### Local utilization

Bar = 10 um. The die is cut into 8 by 9 equal tiles; black is low, pale yellow is high, 0 to 100% covered.
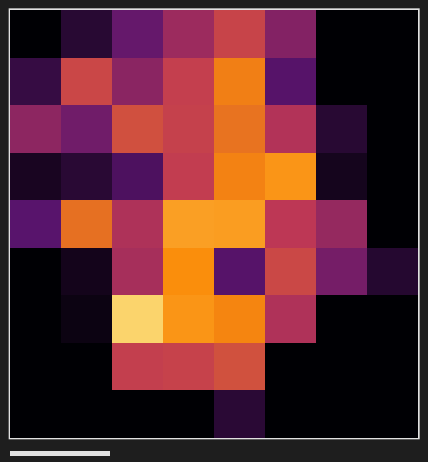
### Wiring heat map

Bar = 10 um. The die is cut into 8 by 9 equal tiles; black is low, pale yellow is high, scaled to the fullest tile. Values are wire area over tile area, all layers added.
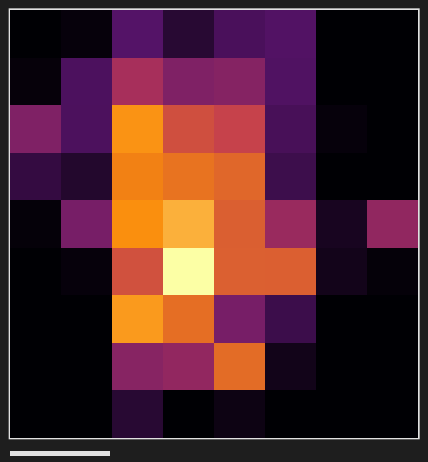
### Routing congestion map

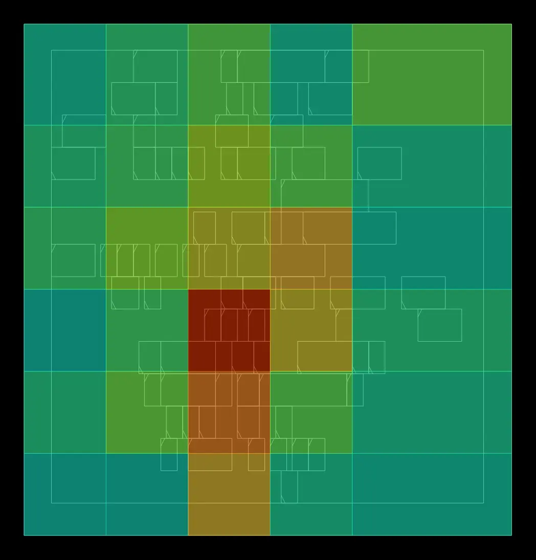
### Metal 1

Bar = 10 um.
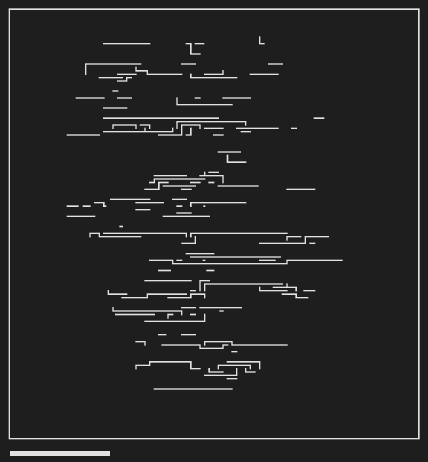
### Met2 routing

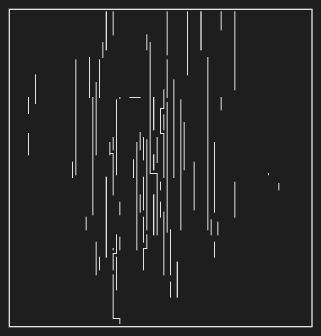
==> config.mk <==
export PLATFORM = sky130hd
export DESIGN_NAME = modn_updown_counter
export DESIGN_NICKNAME = d
export VERILOG_FILES = /design/src/rtl/modn_updown_counter.sv
export SDC_FILE = /design/constraint.sdc
export NUM_CORES = 1
export LEC_CHECK = 0
export ABC_AREA = 1
export CAP_MARGIN = 20
export CORE_AREA = 2 2 39 41
export DETAILED_ROUTE_END_ITERATION = 8
export DIE_AREA = 0 0 41 43
export SLEW_MARGIN = 20
export SYNTH_ARGS = -nofsm -noshare
export SYNTH_HDL_FRONTEND = slang
export SYNTH_SLANG_ARGS = --single-unit
==> constraint.sdc <==
create_clock -name clk -period 1.85 [get_ports clk]
set_input_delay 0.555 -clock clk [delete_from_list [all_inputs] [get_ports clk]]
set_output_delay 0.555 -clock clk [all_outputs]
set_load 0.01 [all_outputs]
==> GITHUB_STEP_SUMMARY <==
## Implementation flow summary

| Metric | Value |
|---|---|
| Most used DFF post-synth | `dfxtp_1` |
| Global-route wire length before repair | `about 1400 um` |
| Flops & latches, synth | `5` |
| Reg2reg setup slack | `0.43 ns` |
| Final Max Slew Viols | `0` |
| Number of instances in the synthesized netlist | `55` |
| Slew headroom | `87.0%` |
| Number of buffers created by CTS | `3` |
| Count of cell types in the netlist | `12` |
| Final worst clock skew | `between 0.006 and 0.007 ns` |
| Tally of max-capacitance violations | `0` |
| Tally of non-filler cells in the final layout | `88` |
| RSZ-0062 raised after global routing | `false` |
| Cell type with the largest total area after synthesis | `dfxtp_1` |
| Worst min-delay path category | `register to register` |
| Count of final hold-check violations | `0` |
| Number of logged tool warnings | `28` |
| Clock-pin transition on the worst setup and hold timing paths | `0.05 ns` |
| Count of endpoints failing setup in the final report | `0` |
| Slowest stage cell, crit path | `clkdlybuf4s50_1` |
| Chip area | `0.00176 sq mm` |
| Capturing element type of the critical path | `output port` |
| Critical path buffer and inverter count | `1` |
| Final hold slack | `around 0.65 ns` |
| Largest net degree at the start of global routing | `8` |
| Flip-flop count of the largest register after layout | `3` |
| Kind of cell adding the most delay to the critical path | `buffers and inverters` |
| Outcome | `finished, final reports clean` |
| Nets at Floorplan | `~67` |
| Yosys top cell by instances | `nand2_1` |
| FP Util | `25.4%` |
| Number of sinks handled by clock tree synthesis | `5` |
| Sequential fraction of the synthesis area | `between 20 and 30%` |
| Die span in y | `around 43 um` |
| H-Tree Level Count | `1` |
| Latest clock arrival within the worst-skew pair | `0.24 ns` |
| Data required time at the worst endpoint | `1.29 ns` |
| Cell area after technology mapping | `352 sq um` |
| Antenna violations before repair | `0` |
| Detailed Routing Iterations Pass 1 | `3` |
| Commonest cells in the synthesized netlist | `nand2_1, nor2_1, inv_1` |
| Total area of multi-input combinational cells | `218 sq um` |
| Clock tree from TritonCTS | `done` |
| FF/Latch Area | `101 sq um` |
| Setup TNS | `0 ns` |
| Static Leakage | `0.234 nW` |
| Std cell rows | `14` |
| DR vias/cell | `4.17` |
| # Cells Yosys | `55` |
| Final Worst Setup Slack | `0.127 ns` |
| Final critical-path required period | `1.72 ns` |
| Setup slack at placement | `0.180 ns` |
| Root Buffer | `clkbuf_4` |
| Total non-filler cell area in the finished layout | `527 sq um` |
| Dominant cells by area after synthesis | `dfxtp_1, ha_1, nand2_1` |
| Achievable clock frequency | `0.580 GHz` |
| Number of enable-type register cells in the synthesized netlist | `0` |
| Final period utilization | `93.1%` |
| Critical Setup Path Class | `register to output port` |
| Final Power | `0.343 mW` |
Back to the opening pictures, 'Local utilization':
The fullest tile reaches 91%. The mean over all tiles is 29%. The emptiest ninth of the die: lower right. 8.3% of the tiles are over 75% full.
Util after Layout: 38.1%
CORE AREA: 0.00138 sq mm

Back to the opening pictures, 'Wiring heat map':
The fullest tile reaches 0.30. 40% of the tiles are nearly empty. The densest ninth of the die: centre. The mean over all tiles is 0.071. The emptiest ninth of the die: lower right. 22% of the tiles are over half the peak.
aggregate global-route resource usage: 11.3%
aggregate routed wire length: 805 um
average wire per standard cell: 9.15 um
routed via count: 367

Back to the opening pictures, 'Routing congestion map':
met1 track demand over resource in global routing: 12.5%
peak-usage layer in the global routing report: met2
fraction of met2 tracks used by global routing: 18.4%
met3 usage in global routing: 1.57%

Back to the opening pictures, 'Metal 1':
The wires run mostly horizontal. The layer carries 354 um of wire. The layer holds 44% of the routed length.

Back to the opening pictures, 'Met2 routing':
60 nets have wire on it. The layer holds 51% of the routed length. The longest straight run is 23.5 um. The layer carries 414 um of wire. The wires run mostly vertical.

==> cell families after synthesis <==
group	after synthesis	share of synthesized area [%]
buffers and inverters	9	9.61
AOI/OAI and AO/OA	12	19.6
DFF	5	28.5
adders and majority gates	4	14.2
and+or+nand+nor	25	28.1
==> metal layers <==
layer	GRT usage, %	vias to the layer above	wire (um)	share of wire [%]
met5	0	-	0	0
met4	8.00	0	20	2.5
met3	1.57	2	17	2.1
met2	18.4	7	413	51
met1	12.5	148	354	44
li1	-	210	-	-
==> layout make-up <==
| cell class | instances | area share (%) |
|---|---|---|
| Tap cell | 16 | 3.80 |
| Timing Repair Buffer | 13 | 24.2 |
| Clock buffer | 4 | 4.99 |
| Inverter | 9 | 6.41 |
| Sequential cell | 5 | 19.2 |
| Multi-Input combinational cell | 41 | 41.3 |
==> timing repair <==
| action | 4_1_cts | 5_1_grt |
|---|---|---|
| setup endpoints to repair | 0 | 1 |
| gates resized | 0 | 1 |
| setup buffers | 0 | 0 |
| hold endpoints to repair | 0 | 0 |
==> tightest hold or removal path: stages (launching register included) <==
cell,delay (ns)
dfxtp_1,0.31
buf_4,0.16
nand2_1,0.08
a21oi_2,0.05
==> cell usage in the layout (no fill, tap or decap), drive strengths merged <==
cell,n
clkbuf,4
nand2,12
clkdlybuf4s50,12
ha,4
a21oi,8
a21boi,1
inv,9
buf,1
o21ai,2
dfxtp,5
a211oi,1
nor2,11
nand3,2
==> power by group <==
group          internal [mW]  switching, mW  leakage, nW  total (mW)
Clock                 0.0815         0.0437       0.0150       0.125
Combinational         0.0482         0.0471        0.177      0.0954
Sequential             0.115        0.00659       0.0414       0.122
Total                  0.245         0.0974        0.234       0.343
Power and IR drop assume default switching activity.
